cell_classes.png
Bar = 10 um. Fill, decap, tap and diode cells in gray.
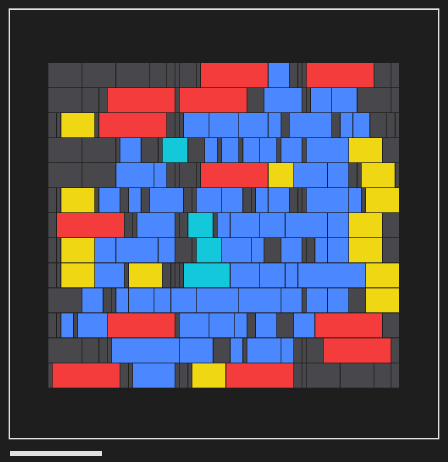
density.png
9 x 9 tiles, from white (low) to dark blue (high), 0 to 100% covered.
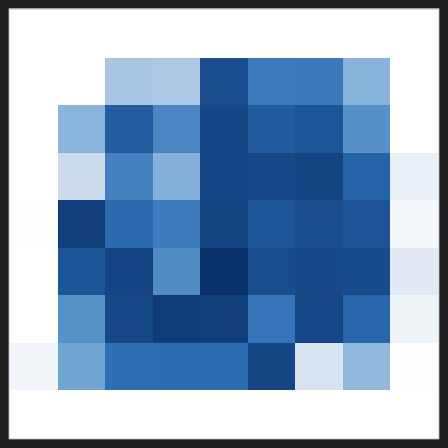
met1.png
Supply wires on this layer in gray.
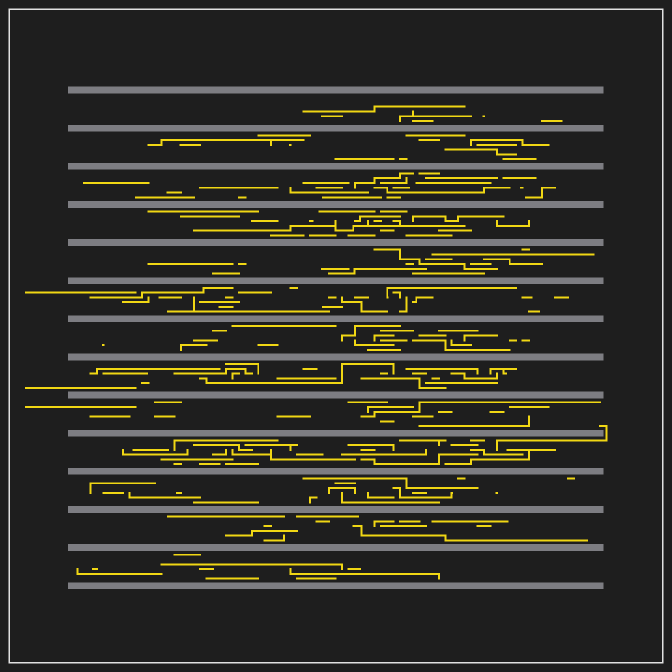
port_nets.png
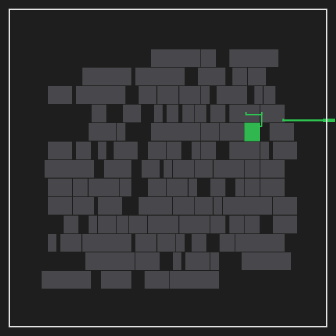
**src/rtl/elevator_car.sv**
```systemverilog
// elevator_car
//   Car/motor model driven by the request handler's {Dir,Process} command.
//   Moves the car one floor per TRAVEL_CYCLES+1 clocks (travel + one ARRIVE
//   cycle), then holds the door open for DOOR_CYCLES clocks.
// Ports
//   clk        : clock, all logic on posedge
//   reset      : synchronous, active-high
//   Dir        : command direction (1 = up)
//   Process    : command active; {Dir,Process} 00 Stop, 11 Up, 01 Down, 10 Stop
//   WhichFloor : current floor, 0..NUM_FLOORS-1
//   Moving     : high while travelling between floors
//   MoveDir    : direction of the current/last segment (1 = up)
//   DoorOpen   : high while the door is open
//   Arrived    : one-cycle pulse on reaching a floor
//   LimitErr   : one-cycle pulse when a move would leave the served range
module elevator_car #(
  parameter int unsigned NUM_FLOORS    = 5,
  parameter int unsigned FLOOR_W       = 5,
  parameter int unsigned TRAVEL_CYCLES = 8,
  parameter int unsigned DOOR_CYCLES   = 4,
  parameter int unsigned RESET_FLOOR   = 0
) (
  input  logic               clk,
  input  logic               reset,
  input  logic               Dir,
  input  logic               Process,
  output logic [FLOOR_W-1:0] WhichFloor,
  output logic               Moving,
  output logic               MoveDir,
  output logic               DoorOpen,
  output logic               Arrived,
  output logic               LimitErr
);

  localparam int unsigned CMAX = (TRAVEL_CYCLES > DOOR_CYCLES) ? TRAVEL_CYCLES : DOOR_CYCLES;
  localparam int unsigned CW   = (CMAX > 1) ? $clog2(CMAX) : 1;

  localparam logic [FLOOR_W-1:0] TOP_FLOOR = FLOOR_W'(NUM_FLOORS - 1);
  localparam logic [FLOOR_W-1:0] RST_FLOOR = FLOOR_W'(RESET_FLOOR);
  localparam logic [CW-1:0]      TRAVEL_LD = CW'(TRAVEL_CYCLES - 1);
  localparam logic [CW-1:0]      DOOR_LD   = CW'(DOOR_CYCLES - 1);
  localparam logic [CW-1:0]      CNT_ONE   = CW'(1);
  localparam logic [FLOOR_W-1:0] FLOOR_ONE = FLOOR_W'(1);

  typedef enum logic [1:0] {
    S_IDLE,
    S_MOVING,
    S_ARRIVE,
    S_DOOR
  } state_t;

  state_t             state_q, state_d;
  logic [CW-1:0]      cnt_q, cnt_d;
  logic [FLOOR_W-1:0] floor_q, floor_d;
  logic               movedir_q, movedir_d;
  logic               lim_q, lim_d;

  logic cmd_up, cmd_down, at_top, at_bot, cmd_same, same_ok;

  assign cmd_up   = Process & Dir;
  assign cmd_down = Process & ~Dir;
  assign at_top   = (floor_q == TOP_FLOOR);
  assign at_bot   = (floor_q == '0);
  // Continuing request in the latched direction, and whether a floor exists there.
  assign cmd_same = Process & (Dir == movedir_q);
  assign same_ok  = movedir_q ? ~at_top : ~at_bot;

  // State register
  always_ff @(posedge clk) begin
    if (reset) begin
      state_q   <= S_IDLE;
      cnt_q     <= '0;
      floor_q   <= RST_FLOOR;
      movedir_q <= 1'b0;
      lim_q     <= 1'b0;
    end else begin
      state_q   <= state_d;
      cnt_q     <= cnt_d;
      floor_q   <= floor_d;
      movedir_q <= movedir_d;
      lim_q     <= lim_d;
    end
  end

  // Next-state logic
  always_comb begin
    state_d   = state_q;
    cnt_d     = cnt_q;
    floor_d   = floor_q;
    movedir_d = movedir_q;
    lim_d     = 1'b0;
    unique case (state_q)
      S_IDLE: begin
        if ((cmd_up && !at_top) || (cmd_down && !at_bot)) begin
          state_d   = S_MOVING;
          movedir_d = Dir;
          cnt_d     = TRAVEL_LD;
        end else if ((cmd_up && at_top) || (cmd_down && at_bot)) begin
          lim_d = 1'b1;
        end
      end
      S_MOVING: begin
        if (cnt_q != '0) begin
          cnt_d = cnt_q - CNT_ONE;
        end else begin
          floor_d = movedir_q ? (floor_q + FLOOR_ONE) : (floor_q - FLOOR_ONE);
          state_d = S_ARRIVE;
        end
      end
      S_ARRIVE: begin
        if (cmd_same && same_ok) begin
          state_d = S_MOVING;
          cnt_d   = TRAVEL_LD;
        end else begin
          lim_d   = cmd_same;
          state_d = S_DOOR;
          cnt_d   = DOOR_LD;
        end
      end
      S_DOOR: begin
        if (cnt_q != '0) begin
          cnt_d = cnt_q - CNT_ONE;
        end else begin
          state_d = S_IDLE;
        end
      end
      default: state_d = S_IDLE;
    endcase
  end

  // Output decode from registered state
  always_comb begin
    WhichFloor = floor_q;
    MoveDir    = movedir_q;
    LimitErr   = lim_q;
    Moving     = (state_q == S_MOVING);
    Arrived    = (state_q == S_ARRIVE);
    DoorOpen   = (state_q == S_DOOR);
  end

endmodule

```
**config.mk**
```make
export PLATFORM = sky130hd
export DESIGN_NAME = elevator_car
export DESIGN_NICKNAME = d
export VERILOG_FILES = /design/src/rtl/elevator_car.sv
export SDC_FILE = /design/constraint.sdc
export NUM_CORES = 1
export LEC_CHECK = 0
export CORE_MARGIN = 4
export CORE_UTILIZATION = 54
export DETAILED_ROUTE_END_ITERATION = 10
export PLACE_DENSITY = 0.9
export REMOVE_ABC_BUFFERS = 1
export SYNTH_ARGS = -nofsm -noshare
export SYNTH_HDL_FRONTEND = slang
export SYNTH_SLANG_ARGS = --single-unit
export TNS_END_PERCENT = 1
```
**constraint.sdc**
```tcl
create_clock -name clk -period 3.7 [get_ports clk]
set_input_delay 1.11 -clock clk [delete_from_list [all_inputs] [get_ports clk]]
set_output_delay 1.11 -clock clk [all_outputs]
set_load 0.05 [all_outputs]
```
==> flow_summary.ini <==
; yosys + openroad results
[grt]
grtUsageMet1_pct = 22.4
grt_max_degree = 16
grt_antenna_before_repair = 0
grt_pass1_wl_mm = 2.81
grt_overflow = 0

[layout]
seq_area_share_pct = 24.5
inv_count = 5
fillers = 107
num-clock-buffers = 4
n_all_buffers = 14
flop_area_um2 = 240
combAreaFraction_pct = 53.9
utilization_pct = 72.6
nNetsFinal = 114

[job]
cap_violations = 0

[synth]
top_cell = dfxtp_1
ys_cells = 88
postSynthSeqShare_pct = 30.0
aoi_share_pct = 23.1
top_cells_by_count = dfxtp_1 (12), nand2b_1 (8), a21oi_1 (6), nor2_1 (6)
flop_cell = dfxtp_1
async_reset_ff_share_pct = 0
synth.top_cells.by_area = dfxtp_1 (30%), ha_1 (7.8%), nand2b_1 (6.3%), a21oi_1 (3.8%), mux2i_1 (3.8%)

[routing]
drtIter0Drc = 13
postRouteAntennaNets = 0
detail_route.wl_per_cell_um = 13.1

[worst_hold_path]
hold_class = reg2reg

[clock_tree]
cts_max_level = 1
cts_resized = 0
cts_tree = yes

[worst_setup_path]
reg2regPathDepth = 6
cp.arrival_ns = 1.83
r2r-start = MoveDir
cp.buffers_inverters = 1
crit_chain = nor2b_1 -> clkdlybuf4s50_1
regToRegEndpoint = WhichFloor[4]

[power]
power_leakage_nw = 0.393
finalPower_w = 0.000994

[timing]
max_freq_mhz = 340
final_max_slew_viol_count = 0
fin_skew_ns = 0.000979
rsz0062_at_grt = no

[placed_design]
gp_congestion = 0.847
dp.cells = 114
dp_hpwl_mm = 1.18

[run_status]
status = finished, final reports clean

[floorplanning]
die_h_um = 46.5
Notes on cell_classes.png above:
[flip-flops] red | cells: 12
[all other logic] blue | cells: 73
[clock drivers and dummy loads] cyan | cells: 4
[other buffers and delay cells] yellow | cells: 14

Notes on density.png above:
emptiest ninth of the die: upper left
densest ninth of the die: center
fullest tile: 100%
tiles over 75% full: 36%
nearly empty tiles: 35%

Notes on met1.png above:
main direction: horizontal
longest straight run: 12.9 um
wire length on this layer: 740 um
nets with wire on the layer: 97
share of all routed wire: 48%

Notes on port_nets.png above:
[Moving] green | bits: 1 | direction: output | end cells: 1 | wire: 11.5 um

==> how the worst max path moves through the flow <==
| stage | endpoint | slack (ns) | cells after the start |
|---|---|---|---|
| 6_report | Moving | 0.76 | 2 |
| 5_1_grt | Moving | 0.65 | 2 |
| 4_1_cts | Moving | 0.76 | 2 |
| 3_5_place_dp | Moving | 1.06 | 2 |
| 3_3_place_gp | Moving | 1.07 | 2 |
| 2_1_floorplan | Moving | 1.34 | 1 |
==> where the power goes <==
| part | leakage (nW) | switching [W] | internal (W) |
|---|---|---|---|
| combinational | 0.273 | 0.000363 | 0.000280 |
| clock | 0.0210 | 0.0000430 | 0.0000597 |
| sequential | 0.0987 | 0.0000678 | 0.000180 |
| total | 0.393 | 0.000473 | 0.000520 |
Power is estimated from default activity; no workload was simulated.
